File: src/rtl/host_csr_pkg.sv
// Shared register map, word-index constants and FSM state types for host_csr.
package host_csr_pkg;

  localparam int unsigned ADDR_W = 16;
  localparam int unsigned DATA_W = 32;
  localparam int unsigned IDX_W  = ADDR_W - 2;

  localparam logic [ADDR_W-1:0] CTRL_OFF     = 16'h0000;
  localparam logic [ADDR_W-1:0] ECNT_OFF     = 16'h0004;
  localparam logic [ADDR_W-1:0] PTR_BASE_OFF = 16'h0008;

  localparam logic [IDX_W-1:0] CTRL_IDX     = CTRL_OFF[ADDR_W-1:2];
  localparam logic [IDX_W-1:0] ECNT_IDX     = ECNT_OFF[ADDR_W-1:2];
  localparam logic [IDX_W-1:0] PTR_BASE_IDX = PTR_BASE_OFF[ADDR_W-1:2];

  localparam logic [DATA_W-1:0] ECNT_MAX = '1;

  typedef enum logic [1:0] {
    W_ADDR,
    W_DATA,
    W_RESP
  } w_state_e;

  typedef enum logic {
    R_ADDR,
    R_DATA
  } r_state_e;

  // Byte address to register word index; the two low address bits are don't-care.
  function automatic logic [IDX_W-1:0] word_idx(input logic [ADDR_W-1:0] addr);
    return addr[ADDR_W-1:2];
  endfunction

endpackage

File: src/rtl/host_csr.sv
// AXI-lite host control/status block: launch/finish handshake, cycle counter
// and NUM_PTR pointer registers, with independent read and write channels.
module host_csr
  import host_csr_pkg::*;
#(
  parameter int unsigned NUM_PTR = 4
) (
  input  logic                      clock,
  input  logic                      reset,
  input  logic                      host_aw_valid,
  output logic                      host_aw_ready,
  input  logic [ADDR_W-1:0]         host_aw_bits_addr,
  input  logic                      host_w_valid,
  output logic                      host_w_ready,
  input  logic [DATA_W-1:0]         host_w_bits_data,
  output logic                      host_b_valid,
  input  logic                      host_b_ready,
  input  logic                      host_ar_valid,
  output logic                      host_ar_ready,
  input  logic [ADDR_W-1:0]         host_ar_bits_addr,
  output logic                      host_r_valid,
  input  logic                      host_r_ready,
  output logic [DATA_W-1:0]         host_r_bits_data,
  output logic                      launch,
  input  logic                      finish,
  output logic [DATA_W*NUM_PTR-1:0] ptrs
);

  w_state_e          w_state_q;
  r_state_e          r_state_q;
  logic [IDX_W-1:0]  waddr_q;
  logic [DATA_W-1:0] rdata_q;
  logic              launch_q;
  logic              finish_q;
  logic [DATA_W-1:0] ecnt_q;
  logic [DATA_W-1:0] ptr_q [NUM_PTR];

  logic              aw_fire_c;
  logic              w_fire_c;
  logic              ar_fire_c;
  logic              wr_ctrl_c;
  logic [IDX_W-1:0]  ar_idx_c;
  logic [DATA_W-1:0] rd_mux_c;
  logic              unused_addr_lsb;

  // Handshake outputs decode straight from state and are forced low during reset.
  assign host_aw_ready    = !reset && (w_state_q == W_ADDR);
  assign host_w_ready     = !reset && (w_state_q == W_DATA);
  assign host_b_valid     = !reset && (w_state_q == W_RESP);
  assign host_ar_ready    = !reset && (r_state_q == R_ADDR);
  assign host_r_valid     = !reset && (r_state_q == R_DATA);
  assign host_r_bits_data = reset ? '0 : rdata_q;
  assign launch           = launch_q;

  assign aw_fire_c       = host_aw_valid && host_aw_ready;
  assign w_fire_c        = host_w_valid && host_w_ready;
  assign ar_fire_c       = host_ar_valid && host_ar_ready;
  assign wr_ctrl_c       = w_fire_c && (waddr_q == CTRL_IDX);
  assign ar_idx_c        = word_idx(host_ar_bits_addr);
  assign unused_addr_lsb = ^{host_aw_bits_addr[1:0], host_ar_bits_addr[1:0]};

  for (genvar g = 0; g < NUM_PTR; g++) begin : g_ptrs
    assign ptrs[DATA_W*g +: DATA_W] = ptr_q[g];
  end

  // Read data select from current register values, so a same-cycle write is not visible.
  always_comb begin
    rd_mux_c = '0;
    if (ar_idx_c == CTRL_IDX) begin
      rd_mux_c = {(DATA_W-2)'(0), finish_q, launch_q};
    end else if (ar_idx_c == ECNT_IDX) begin
      rd_mux_c = ecnt_q;
    end else begin
      for (int k = 0; k < NUM_PTR; k++) begin
        if (ar_idx_c == PTR_BASE_IDX + IDX_W'(k)) rd_mux_c = ptr_q[k];
      end
    end
  end

  always_ff @(posedge clock) begin
    if (reset) begin
      w_state_q <= W_ADDR;
      waddr_q   <= '0;
    end else begin
      case (w_state_q)
        W_ADDR: if (aw_fire_c) begin
          waddr_q   <= word_idx(host_aw_bits_addr);
          w_state_q <= W_DATA;
        end
        W_DATA: if (w_fire_c) w_state_q <= W_RESP;
        W_RESP: if (host_b_ready) w_state_q <= W_ADDR;
        default: w_state_q <= W_ADDR;
      endcase
    end
  end

  always_ff @(posedge clock) begin
    if (reset) begin
      r_state_q <= R_ADDR;
      rdata_q   <= '0;
    end else begin
      case (r_state_q)
        R_ADDR: if (ar_fire_c) begin
          rdata_q   <= rd_mux_c;
          r_state_q <= R_DATA;
        end
        R_DATA: if (host_r_ready) r_state_q <= R_ADDR;
        default: r_state_q <= R_ADDR;
      endcase
    end
  end

  // A CTRL write overrides a coincident finish pulse; a launching write also restarts ECNT.
  always_ff @(posedge clock) begin
    if (reset) begin
      launch_q <= 1'b0;
      finish_q <= 1'b0;
      ecnt_q   <= '0;
      for (int k = 0; k < NUM_PTR; k++) ptr_q[k] <= '0;
    end else begin
      if (launch_q && !finish_q && (ecnt_q != ECNT_MAX)) ecnt_q <= ecnt_q + DATA_W'(1);
      if (wr_ctrl_c) begin
        launch_q <= host_w_bits_data[0];
        if (host_w_bits_data[0]) begin
          finish_q <= 1'b0;
          ecnt_q   <= '0;
        end
      end else if (finish && launch_q) begin
        finish_q <= 1'b1;
        launch_q <= 1'b0;
      end
      for (int k = 0; k < NUM_PTR; k++) begin
        if (w_fire_c && (waddr_q == PTR_BASE_IDX + IDX_W'(k))) ptr_q[k] <= host_w_bits_data;
      end
    end
  end

endmodule

File: config.mk
export PLATFORM = sky130hd
export DESIGN_NAME = host_csr
export DESIGN_NICKNAME = d
export VERILOG_FILES = /design/src/rtl/host_csr_pkg.sv /design/src/rtl/host_csr.sv
export SDC_FILE = /design/constraint.sdc
export NUM_CORES = 1
export LEC_CHECK = 0
export ABC_AREA = 1
export CORE_AREA = 2 2 147 149
export DETAILED_ROUTE_END_ITERATION = 10
export DIE_AREA = 0 0 149 151
export GPL_TIMING_DRIVEN = 0
export PLACE_DENSITY = 0.77
export SETUP_SLACK_MARGIN = 0.3
export SYNTH_ARGS = -nofsm -noshare
export SYNTH_HDL_FRONTEND = slang
export SYNTH_SLANG_ARGS = --single-unit
File: constraint.sdc
create_clock -name clock -period 2.8 [get_ports clock]
set_input_delay 0.28 -clock clock [delete_from_list [all_inputs] [get_ports clock]]
set_output_delay 0.28 -clock clock [all_outputs]
set_load 0.005 [all_outputs]
==> impl_metrics.json, run 1 <==
{
  "status": "finished clean",
  "synth-edff-count": 128,
  "syn_area_per_cell_um2": 8.19,
  "layout_top_cells": "nand2_1, clkdlybuf4s50_1, nor2_1",
  "relSlewSlack_pct": 29.3,
  "finalCritPeriodShare_pct": 83.3,
  "die_y_um": 151,
  "fin_area_um2": 13800,
  "io_pins": 238,
  "max_cap_violations": 0,
  "path_class": "reg2reg",
  "gr-total-overflow": 0,
  "finalCriticalPeriod_ns": 2.33,
  "cp.required_ns": 2.98,
  "mostFrequentLayoutCell": "nand2_1",
  "crit_path_start_kind": "flop",
  "ys_seq_share_pct": 53.5,
  "warnings": 31,
  "setup_violations": 0,
  "cp_slowest_cell": "nor4_2",
  "end_kind": "flop",
  "switchingPower_mw": 1.64,
  "critPathMaxStageDelay_ns": 0.45,
  "synth.logic.top_family": "simple AND/OR/NAND/NOR gates",
  "clock_skew_ns": 0.0282,
  "crit_chain": "nor4_2, and2_2, nand3_2, buf_6, nand2_4",
  "fp.coreArea_um2": 20800,
  "aoi_share_pct": 5.82,
  "drive_gt1_share_pct": 8.36,
  "synth-async-reset-ratio_pct": 0,
  "hold_class": "in2reg",
  "placed_cell_area_um2": 13000,
  "syn_inst": 1257,
  "hold_viol_final": 0,
  "arrival_ns": 2.51,
  "drt_iter0_drc": 825,
  "grt_pass1_wl_mm": 50.7,
  "simple_gate_area_share_pct": 28.7,
  "grt_max_degree": 33,
  "cts-root-buf": "clkbuf_16",
  "power_frac_seq_pct": 48.8,
  "fin_util_pct": 66.3,
  "ys.warnings.count": 0,
  "grt_pass1_vias": 9084,
  "hold_ws_ns": 0.313,
  "timing.fmax_mhz": 429,
  "clock_latency_ns": 0.54,
  "fa_ha_area_share_pct": 0.122,
  "switching_share_pct": 23.4,
  "finalMaxSlewViolations": 0,
  "num_rows": 53,
  "pwr-share-comb_pct": 7.3,
  "setup_ws_ns": 0.467,
  "path_delay_family": "simple AND/OR/NAND/NOR gates",
  "cellInternalPower_mw": 5.37,
  "path_clk_slew_ns": 0.06,
  "cts_tree": "done",
  "drtPass1Iterations": 5,
  "grt_antenna_before_repair": 1,
  "critPathBufInv": 1,
  "antenna_left": 0,
  "io_buffers": 232,
  "place_ws_ns": 0.00561,
  "syn-num-nets": 1330,
  "cts_sinks": 211,
  "rsz0062_at_grt": "no",
  "synth-main-ff-cell": "edfxtp_1",
  "fp_util_pct": 49.5,
  "die_area_um2": 22500,
  "viasPerCell": 5.28,
  "finalSetupTns_ns": 0,
  "track_usage_pct": 29.9,
  "power_density_nw_per_um2": 508,
  "globalplace.congestion": 0.929,
  "dp_hpwl_mm": 25.1,
  "nets": 1588,
  "fp.dieW_um": 149,
  "ys_area_um2": 10300,
  "ir_drop_mv": 0.504,
  "h-tree-depth": 1,
  "wl_per_cell_um": 18.9,
  "p_leak_nw": 5.35,
  "area_growth_pct": 34.0,
  "cts_buffer_depth": 3,
  "synthMuxAreaShare_pct": 0,
  "cts_buffers": 24,
  "synth.distinct_cells": 40,
  "wirelength_mm": 34.2,
  "ys_cells": 1257,
  "tightest_slew_ns": 1.06,
  "num_vias": 9559,
  "ys.flops": 211,
  "synthesis.area_um2": 10300,
  "drc_errors": 0,
  "clkPwrFrac_pct": 43.9,
  "crit_fanout": 32,
  "ys_sh_xor_pct": 1.70
}
## run 1: power by group through the flow
stage / registers (mW) / logic, mW / clock network, mW
floorplan: 3.48 / 0.173 / 0
global placement: 3.49 / 0.492 / 0
detailed placement: 3.49 / 0.501 / 0
CTS: 3.42 / 0.507 / 3.07
global route: 3.43 / 0.545 / 3.21
finish: 3.42 / 0.510 / 3.08
## run 1: Yosys cell counts (19+ instances only)
cell	instances	area share, %
nand2_1	256	9.3
nor2_1	220	8.0
inv_1	172	6.3
edfxtp_1	128	37
nand3_1	86	4.2
dfxtp_1	83	16
a21oi_1	71	3.5
nand4_1	44	2.7
o21ai_0	31	1.5
buf_2	26	1.3
nor3_1	19	0.92
xor2_1	19	1.6
## run 1: worst register-to-register path: stages (launching register included)
cell	delay, ns
dfxtp_1	0.32
nor4_2	0.45
and2_2	0.34
nand3_2	0.25
buf_6	0.24
nand2_4	0.37
## run 1: kinds of logic after synthesis
group	count (synthesis)
AND/OR/NAND/NOR	666
buffers and inverters	241
flip-flops	211
AND-OR/OR-AND	118
XOR/XNOR	20
adder cells (fa/ha/maj)	1
## run 1: flip-flops by register name (all words and copies together) (netlist names)
| register | cells |
|---|---|
| w_state_q | 2 |
| finish_q | 1 |
| launch | 1 |
| r_state_q | 1 |
| ecnt_q | 32 |
| ptr_q | 128 |
| waddr_q | 14 |
| rdata_q | 32 |
## run 1: cell type report
cell class / instances / area (um^2)
diodes: 2 / 5.00
plain buffers: 61 / 374
clock buffers: 31 / 657
clock inverters: 12 / 111
fillers: 1778 / 7020
inverters: 180 / 676
multi-input cells: 805 / 3800
flip-flops and latches: 211 / 5510
well taps: 275 / 344
repair buffers: 232 / 2320
## run 1: path summary, 6_finish.rpt
check        startpoint     endpoint  slack, ns  depth (start not counted)
min reg2reg  waddr_q[9]   waddr_q[9]       0.46                          2
min               reset   waddr_q[2]       0.31                          4
max          waddr_q[4]  ptr_q[2][0]       0.47                          5
max reg2reg  waddr_q[4]  ptr_q[2][0]       0.47                          5
## run 1: metal layers
metal  global-route usage (%)  up-vias  share of wire [%]
li1                         -     4570                  -
met1                     37.1     4477                 38
met2                     50.4      435                 49
met3                     7.50       75                9.1
met4                     11.5        2                3.8
met5                        0        -              0.038
## run 1: what timing repair did
action                                  4_1_cts  5_1_grt
hold buffers                                  0        0
pin swaps                                     0        0
buffers inserted                              0        0
gates resized                                 4        4
endpoints found under the setup margin      128      128
## run 1: metrics by stage
| stage | std cells | total power, mW |
|---|---|---|
| after floorplan | 1257 | 3.65 |
| after global placement | 1764 | 3.98 |
| after detailed placement | 1764 | 3.99 |
| after CTS | 1807 | 6.99 |
| after global routing | 1807 | 7.18 |
| final | 1809 | 7.01 |
**Run 1: M2 wires**

(2 px per um)
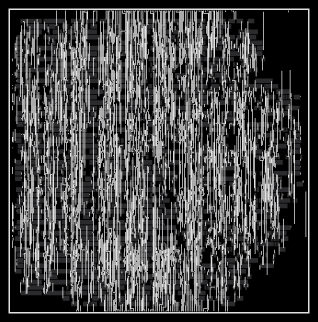
1307 nets have wire on it. The layer carries 16700 um of wire.

**Run 1: gate families picked out**

(3 px per um)
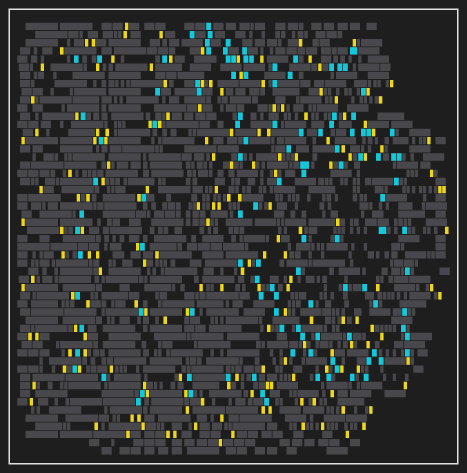
Key: inv cells = yellow [cells 180, most used inv_1, where widely spread]; aoi and oai cells = cyan [cells 118, most used a21oi_1, where widely spread]

**Run 1: metal 3**

(2 px per um)
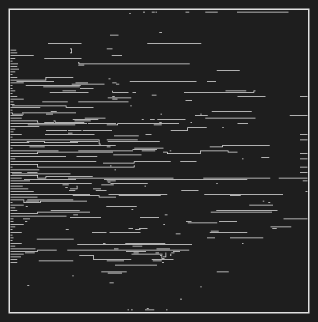
The longest straight run is 71.3 um. 216 nets have wire on it. The layer carries 3110 um of wire. The layer holds 9.1% of the routed length.

**Run 1: routing congestion map**

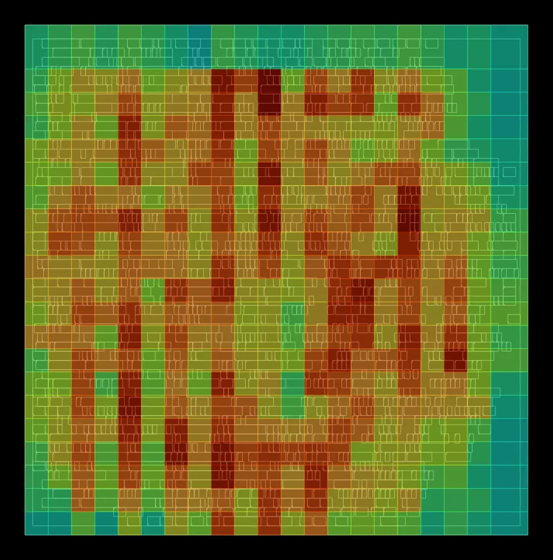

## Run 2: what changed since run 1
- clock period: 2.8 -> 2.2 ns (I/O delays scaled with it)
**Run 2: routing congestion map**

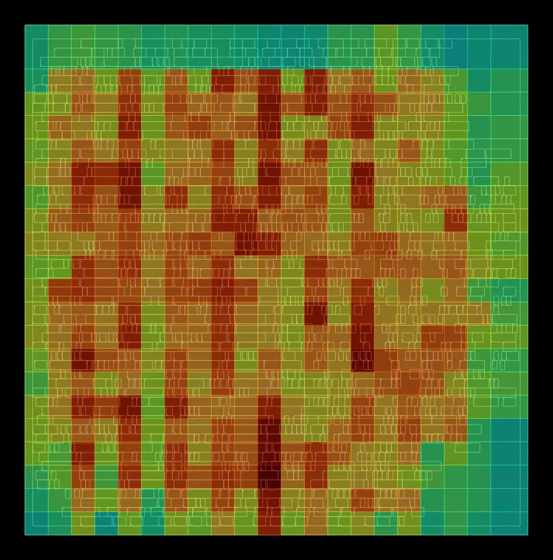
met3 Resource Use GR: 6.51%
routing usage on met2: 54.8%

**Run 2: cells by drive strength**

(3 px per um)
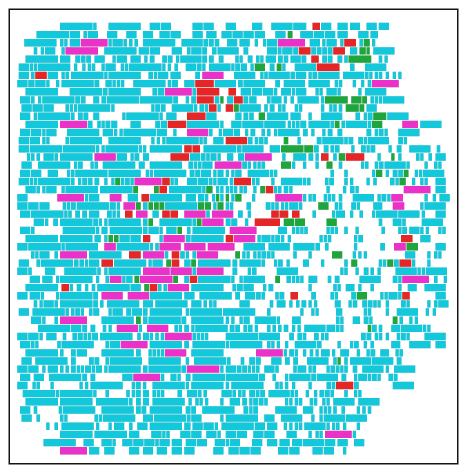
Key: x1 and smaller = cyan [cells 1385, share 89%, most used nand2_1]; x6 and larger = magenta [cells 55, share 3.5%, most used clkbuf_16]; x2 = green [cells 68, share 4.4%, most used buf_2]; x3 and x4 = red [cells 48, share 3.1%, most used buf_4]

**Run 2: M2 wires**

(2 px per um)
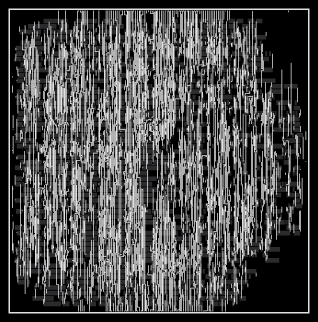
1361 nets have wire on it. The layer holds 49% of the routed length. The longest straight run is 71.6 um. The wires run mostly vertical.

==> run 2 against run 1 <==
- via count is 4.7% higher
- power rose by 28%
- cell count up 1.3%
- final area rose by 3.8%
- highest routed layer is now met4
==> impl_metrics.json, run 2 <==
{
  "status": "finished clean",
  "top_register": "ptr_q",
  "area_growth_pct": 39.2,
  "warnings": 33,
  "end_kind": "flop",
  "die_area_um2": 22500,
  "path_class": "reg2reg",
  "clkPwrFrac_pct": 42.8,
  "layout_top_cells": "nand2_1, clkdlybuf4s50_1, nor2_1",
  "gr-total-overflow": 0,
  "max_cap_violations": 0,
  "ys_cells": 1257,
  "cts_buffers": 23,
  "largest_reg_flops": 128,
  "p_leak_nw": 5.61,
  "finalCriticalPeriod_ns": 1.90,
  "cellInternalPower_mw": 6.90,
  "synth-edff-count": 128,
  "hold_class": "in2reg",
  "startpoint": "w_state_q[1]",
  "ctsHoldBuffers": 0,
  "largest_area_cell": "edfxtp_1",
  "drc_errors": 0,
  "synthesis.area_um2": 10300,
  "synth.most_common_cell": "nand2_1",
  "io_buffers": 232,
  "track_usage_pct": 31.5,
  "fp.dieW_um": 149,
  "min_from": "reset",
  "switchingPower_mw": 2.05,
  "dp_hpwl_mm": 25.5,
  "drtPass1Iterations": 6,
  "top_cell_area_share_pct": 37.3,
  "ys_top_cells_by_count": "nand2_1, nor2_1, inv_1, edfxtp_1, nand3_1",
  "fp_util_pct": 49.5,
  "h-tree-depth": 1,
  "grt_pass1_vias": 9348,
  "cp_slowest_cell": "dfxtp_2",
  "syn_area_per_cell_um2": 8.19,
  "finalCritPeriodShare_pct": 86.3,
  "ys.warnings.count": 0,
  "switching_share_pct": 22.9,
  "crit_fanout": 6,
  "mostFrequentLayoutCell": "nand2_1",
  "nets": 1613,
  "num_rows": 53,
  "power_frac_seq_pct": 48.7,
  "path_delay_family": "simple AND/OR/NAND/NOR gates",
  "largest_registers": "ptr_q x128, ecnt_q x32, rdata_q x32",
  "cp.required_ns": 2.43,
  "power_density_nw_per_um2": 625,
  "tightest_slew_ns": 1.45,
  "synth.distinct_cells": 40,
  "cts-root-buf": "clkbuf_16",
  "critPathMaxStageDelay_ns": 0.33,
  "ys_area_um2": 10300,
  "ys.flops": 211,
  "area_leaders": "edfxtp_1, dfxtp_1, nand2_1",
  "clock_latency_ns": 0.51,
  "fp.coreArea_um2": 20800,
  "antenna_left": 0,
  "setup_violations": 0,
  "rr_startpoint": "w_state_q[1]",
  "crit_chain": "nor2_2, inv_2, nor2_4, nand2_4, nor3_4, nand3_4, buf_12, nand2_4, clkbuf_16",
  "grt_max_degree": 18
}
[run 2: cell counts after synthesis]
Identical to the previous run, type by type.
[run 2: worst reg2reg max path, stage by stage, from the launching register on]
cell and delay (ns):
dfxtp_2 0.33, nor2_2 0.08, inv_2 0.07, nor2_4 0.14
nand2_4 0.10, nor3_4 0.23, nand3_4 0.18, buf_12 0.19
nand2_4 0.10, clkbuf_16 0.20
[run 2: worst paths after layout]
path | to | slack, ns | cells past startpoint
worst max-delay path | ptr_q[0][14] | 0.30 | 9
worst min-delay path | waddr_q[1] | 0.27 | 4
worst max register to register | ptr_q[0][14] | 0.30 | 9
worst min register to register | waddr_q[8] | 0.47 | 2
[run 2: cells by family after synthesis]
| logic type | count (synthesis) | share of synthesized area, % |
|---|---|---|
| and+or+nand+nor | 666 | 28.7 |
| buffers and inverters | 241 | 10.2 |
| DFF | 211 | 53.5 |
| adders and majority gates | 1 | 0.121 |
| xor gates and xnor gates | 20 | 1.70 |
| AOI/OAI and AO/OA | 118 | 5.82 |
[run 2: cell type report]
cell class                      count  area (um^2)
Tap cell                          275          344
Antenna cell                        1         2.50
Timing Repair Buffer              249         2520
Clock buffer                       25          583
Buffer                             61          449
Multi-Input combinational cell    814         4090
Fill cell                        1666         6490
Sequential cell                   211         5510
Clock inverter                     16          150
Inverter                          180          676
[run 2: routing by layer]
metal / track usage [%] / part of all wire [%] / vias up
met3: 6.51 / 9.5 / 106
li1: - / - / 4631
met2: 54.8 / 49 / 557
met5: 0 / 0 / -
met1: 39.5 / 37 / 4714
met4: 10.3 / 3.8 / 0
[run 2: timing repair]
| action | 4_1_cts | 5_1_grt |
|---|---|---|
| pin swaps | 3 | 5 |
| setup buffers | 8 | 8 |
| setup endpoints to repair | 170 | 225 |
| cloned | 7 | 3 |
| gates resized | 39 | 36 |
[run 2: per-stage QoR]
step / hold WS, ns / instance area (um^2) / cells / util [%] / total power, mW
after detailed placement: 0.453 / 13000 / 1764 / 62.4 / 5.07
final: 0.271 / 14300 / 1832 / 68.8 / 8.96
after global routing: 0.272 / 14300 / 1831 / 68.8 / 9.20
after global placement: 0.441 / 13000 / 1764 / 62.4 / 5.06
after floorplan: 0.320 / 10300 / 1257 / - / 4.65
after CTS: 0.237 / 14100 / 1820 / 67.6 / 8.91
[run 2: power groups by stage]
stage	registers [mW]	logic (mW)	clock network (mW)
2_1_floorplan	4.43	0.223	0
6_report	4.36	0.763	3.84
3_5_place_dp	4.44	0.639	0
5_1_grt	4.36	0.807	4.03
4_1_cts	4.35	0.707	3.85
3_3_place_gp	4.43	0.632	0
Power figures rest on the tool's default switching activity, not on a simulated workload.
